--- src/rtl/haar_lift_inv.sv ---
// -----------------------------------------------------------------------------
// haar_lift_inv
// Single-level inverse integer Haar (S-transform) lifting stage. Each accepted
// coefficient pair (s, d) is reconstructed into two samples:
//   even = s - floor(d/2)
//   odd  = d + even
// The two samples are emitted serially (even, then odd) on a valid/ready stream.
// Results wrap modulo 2^SIZE.
//
// Ports
//   clk        rising-edge clock
//   rst_n      asynchronous active-low reset
//   in_valid   coefficient pair valid
//   in_ready   block can accept a pair this cycle
//   in_s       approximation coefficient, signed, SIZE bits
//   in_d       detail coefficient, signed, SIZE+1 bits
//   in_last    pair is the last of a frame
//   out_valid  output sample valid
//   out_ready  sink accepts sample
//   out_data   reconstructed sample, signed, SIZE bits
//   out_last   final sample of frame (odd sample of a last pair)
//   pair_cnt   pairs accepted in the current frame
// -----------------------------------------------------------------------------
module haar_lift_inv #(
  parameter int SIZE  = 32,
  parameter int CNT_W = 16
) (
  input  logic                    clk,
  input  logic                    rst_n,
  input  logic                    in_valid,
  output logic                    in_ready,
  input  logic signed [SIZE-1:0]  in_s,
  input  logic signed [SIZE:0]    in_d,
  input  logic                    in_last,
  output logic                    out_valid,
  input  logic                    out_ready,
  output logic signed [SIZE-1:0]  out_data,
  output logic                    out_last,
  output logic [CNT_W-1:0]        pair_cnt
);

  typedef enum logic [1:0] {
    IDLE = 2'd0,
    EVEN = 2'd1,
    ODD  = 2'd2
  } state_t;

  state_t                 state_q, state_d;
  logic                   rdy_en_q;
  logic                   last_q, last_d;
  logic [CNT_W-1:0]       cnt_q, cnt_d;
  logic signed [SIZE-1:0] even_q, odd_q;

  logic signed [SIZE+1:0] s_ext, d_ext, even_w, odd_w;
  logic                   accept;
  logic                   last_hs;

  // Wrap a SIZE+2 bit intermediate to the SIZE bit sample width.
  function automatic logic signed [SIZE-1:0] wrap_sample(input logic signed [SIZE+1:0] v);
    return SIZE'(v);
  endfunction

  // Lifting arithmetic on SIZE+2 bit intermediates; >>> on a signed operand
  // gives floor(d/2).
  always_comb begin
    s_ext  = {{2{in_s[SIZE-1]}}, in_s};
    d_ext  = {in_d[SIZE], in_d};
    even_w = s_ext - (d_ext >>> 1);
    odd_w  = d_ext + even_w;
  end

  // in_ready is gated by rdy_en_q so it stays low during reset and rises one
  // clock after rst_n deasserts; it never depends on in_valid.
  always_comb begin
    in_ready = rdy_en_q & ((state_q == IDLE) | ((state_q == ODD) & out_ready));
    accept   = in_valid & in_ready;
    last_hs  = (state_q == ODD) & last_q & out_ready;
  end

  always_comb begin
    state_d = state_q;
    unique case (state_q)
      IDLE:    if (accept)    state_d = EVEN;
      EVEN:    if (out_ready) state_d = ODD;
      ODD:     if (out_ready) state_d = accept ? EVEN : IDLE;
      default:                state_d = IDLE;
    endcase
  end

  always_comb begin
    last_d = accept ? in_last : last_q;
    cnt_d  = cnt_q;
    if (last_hs)     cnt_d = accept ? CNT_W'(1) : '0;
    else if (accept) cnt_d = cnt_q + CNT_W'(1);
  end

  always_comb begin
    out_valid = (state_q == EVEN) | (state_q == ODD);
    out_last  = last_q & (state_q == ODD);
    pair_cnt  = cnt_q;
    unique case (state_q)
      EVEN:    out_data = even_q;
      ODD:     out_data = odd_q;
      default: out_data = '0;
    endcase
  end

  // Control registers
  always_ff @(posedge clk or negedge rst_n) begin
    if (!rst_n) begin
      state_q  <= IDLE;
      rdy_en_q <= 1'b0;
      last_q   <= 1'b0;
      cnt_q    <= '0;
    end else begin
      state_q  <= state_d;
      rdy_en_q <= 1'b1;
      last_q   <= last_d;
      cnt_q    <= cnt_d;
    end
  end

  // Sample holding registers; only observed outside IDLE, so no reset needed.
  always_ff @(posedge clk) begin
    if (accept) begin
      even_q <= wrap_sample(even_w);
      odd_q  <= wrap_sample(odd_w);
    end
  end

endmodule

--- config.mk ---
export PLATFORM = sky130hd
export DESIGN_NAME = haar_lift_inv
export DESIGN_NICKNAME = d
export VERILOG_FILES = /design/src/rtl/haar_lift_inv.sv
export SDC_FILE = /design/constraint.sdc
export NUM_CORES = 1
export LEC_CHECK = 0
export ABC_CLOCK_PERIOD_IN_PS = 2980
export CAP_MARGIN = 40
export CORE_UTILIZATION = 49
export CTS_BUF_LIST = sky130_fd_sc_hd__clkbuf_16
export DETAILED_ROUTE_END_ITERATION = 6
export PLACE_DENSITY_LB_ADDON = 0.2
export SLEW_MARGIN = 10
export SYNTH_ARGS = -nofsm -noshare
export SYNTH_HDL_FRONTEND = slang
export SYNTH_SLANG_ARGS = --single-unit
--- constraint.sdc ---
create_clock -name clk -period 2.98 [get_ports clk]
set_input_delay 0.894 -clock clk [delete_from_list [all_inputs] [get_ports clk]]
set_output_delay 0.894 -clock clk [all_outputs]
set_load 0.02 [all_outputs]
### The metal 1 layer

The bar under the picture is 20 µm long. Cells faint in the background.
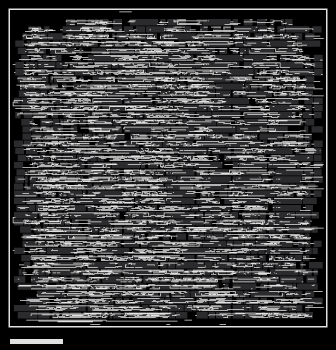
- share of all routed wire: 35%
- main direction: horizontal
- nets with wire on the layer: 1184
- wire length on this layer: 11000 µm
routed wire length: 31000 µm
via count: 8261
GR Layer Usage met1: 0.410

### M2 wires

Cells faint in the background.
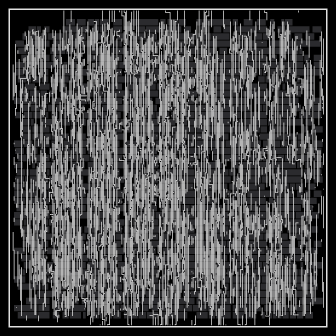
- longest straight run: 54.1 µm
- wire length on this layer: 14800 µm
- nets with wire on the layer: 1198
- share of all routed wire: 48%
- main direction: vertical

### The metal 3 layer

The bar under the picture is 20 µm long. Cells faint in the background.
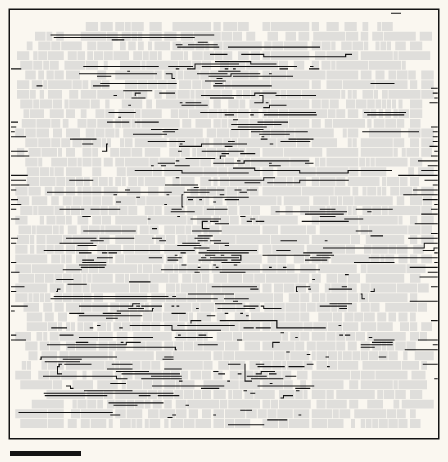
- wire length on this layer: 2680 µm
- nets with wire on the layer: 289
- share of all routed wire: 8.6%
- longest straight run: 46.7 µm
- main direction: horizontal
met3 usage: 0.0660

==> results.txt <==
impl run done, here's what came out: post-DP HPWL 15800 µm, DRT Pass-1 Iters 6, Hold EP last_q$_DFFE_PN0P_, # Cells Yosys 745, Hold Vio Cnt, Final 0, DR top layer met4, Netlist Area Pre-Place 6850 µm², core footprint 13500 µm², FF+latch area 2420 µm², PnR worst setup slack -2.22 ns, vias per cell 6.26, Gate Area 5280 µm², Hold WC Path Type reg -> reg, Yosys reg bits between 80 and 90, CP Max Fanout 5, register share of total power 0.218, DRT iter0 DRCs 722, P_int about 0.0045 W, critical path type in -> reg, Die Span Y 120 µm, failing checks setup timing, total CTS buffers 9, Die ar. 14500 µm², Synth Area per Inst 9.20 µm², Req. time, crit path 3.09 ns, Sw Share 0.428, warning total across the stage logs 33, Max rail drop VDD 0.458 mV, achievable frequency 192 MHz, Crit. End Element register, setup violators final 44, MaxCap Viol Count 0, max_slew headroom 0.619, DRC errors left 0, Most Used Layer, Global Route met2, htree depth 3, Simple-Gate Area Share 0.166, clock slew at reported path FFs 0.07 ns, most frequent cells in the layout 253 x buf_4, 64 x edfxtp_1, 54 x clkdlybuf4s50_1, 44 x nor2b_1, 42 x nand2_1, # IOs approximately 120, Post-DRT Antenna Nets 0, most numerous logic cell after layout buf_4, yosys warning tally 0, status finished with violations, Post-Syn Instances 745, R2R depth 10, total track usage 0.345, Pwr Density 658 nW/µm², Comb power frac 0.632, r2r endpoint pair_cnt[14]$_DFFE_PN0P_
==> through the flow <==
stage / setup WS [ns] / cell area (µm²) / std cells / hold slack (ns) / TNS, ns
3_5_place_dp: -2.60 / 10200 / 1254 / 0.496 / -73.46
3_3_place_gp: -2.45 / 10200 / 1254 / 0.465 / -70.73
4_1_cts: -1.69 / 11200 / 1300 / 0.512 / -34.62
5_1_grt: -2.24 / 12000 / 1320 / 0.585 / -47.82
2_1_floorplan: -1.41 / 7000 / 745 / 0.453 / -25.38
6_report: -2.22 / 12000 / 1320 / 0.520 / -44.86
==> area by class of cell <==
type | count | area share
clock inverters | 7 | 0.00544
clock buffers | 9 | 0.0188
flip-flops and latches | 84 | 0.203
well taps | 176 | 0.0184
repair buffers | 409 | 0.297
inverters | 48 | 0.0166
multi-input cells | 587 | 0.441
==> cell usage after synthesis (3+ instances only) <==
master     n
a211oi_1   9
nand2_1   48
a21o_1    20
and4_1     5
inv_1     48
clkbuf_1  23
a2111o_1   3
o21ai_0   32
xnor2_1   37
a21oi_1   59
o21bai_1  11
nand4_1   15
o211ai_1   4
o21a_1     9
a22oi_1   32
xor2_1    30
and2_1     4
a31oi_1    8
dfrtp_1   20
o41ai_1    3
nand3_1   23
nand2b_1   6
nor2_1    51
a221oi_1   3
nor3_1    10
or3_1      3
ha_1      68
mux2i_1    5
edfxtp_1  64
nor2b_1   48
==> timing repair <==
| action | CTS | global route |
|---|---|---|
| buffers inserted | 37 | 31 |
| endpoints found under the setup margin | 83 | 53 |
| pin swaps | 75 | 70 |
| resized | 177 | 150 |
==> worst max-delay path, stage by stage <==
cell and delay (ns):
buf_8 0.11, inv_12 0.04, ha_4 0.12, inv_2 0.04
fa_2 0.36, a211oi_2 0.22, o21bai_2 0.11, o41ai_2 0.24
buf_4 0.21, a31oi_4 0.12, buf_6 0.16, o21ai_4 0.15
nand2b_1 0.08, a21oi_2 0.20, xnor2_2 0.16, ha_4 0.33
buf_6 0.11, nand3_1 0.08, a211oi_2 0.42, a41oi_2 0.28
o21ai_2 0.31, buf_4 0.16, buf_4 0.10, buf_4 0.10
a21oi_2 0.06, xnor2_1 0.13
==> registers in the layout, summed over array words and instances, names as in the netlist <==
register and flops:
rdy_en_q 1, pair_cnt 16, state_q 2, odd_q 32, even_q 32, last_q 1
==> power groups by stage <==
stage / registers (W) / logic, W / clock network, W
floorplan: 0.00171 / 0.00209 / 0
global placement: 0.00169 / 0.00373 / 0
detailed placement: 0.00170 / 0.00384 / 0
CTS: 0.00168 / 0.00419 / 0.00112
global route: 0.00172 / 0.00516 / 0.00121
finish: 0.00171 / 0.00497 / 0.00118
==> worst max-delay path by stage <==
| stage | startpoint | end | slack (ns) |
|---|---|---|---|
| 2_1_floorplan | in_s[0] | odd_q[29]$_DFFE_PP_ | -1.41 |
| 3_5_place_dp | in_s[0] | odd_q[29]$_DFFE_PP_ | -2.60 |
| 3_3_place_gp | in_s[0] | odd_q[29]$_DFFE_PP_ | -2.45 |
| 5_1_grt | in_s[0] | odd_q[31]$_DFFE_PP_ | -2.24 |
| 4_1_cts | in_s[0] | odd_q[29]$_DFFE_PP_ | -1.69 |
| 6_report | in_s[0] | odd_q[22]$_DFFE_PP_ | -2.22 |
Power figures rest on the tool's default switching activity, not on a simulated workload.
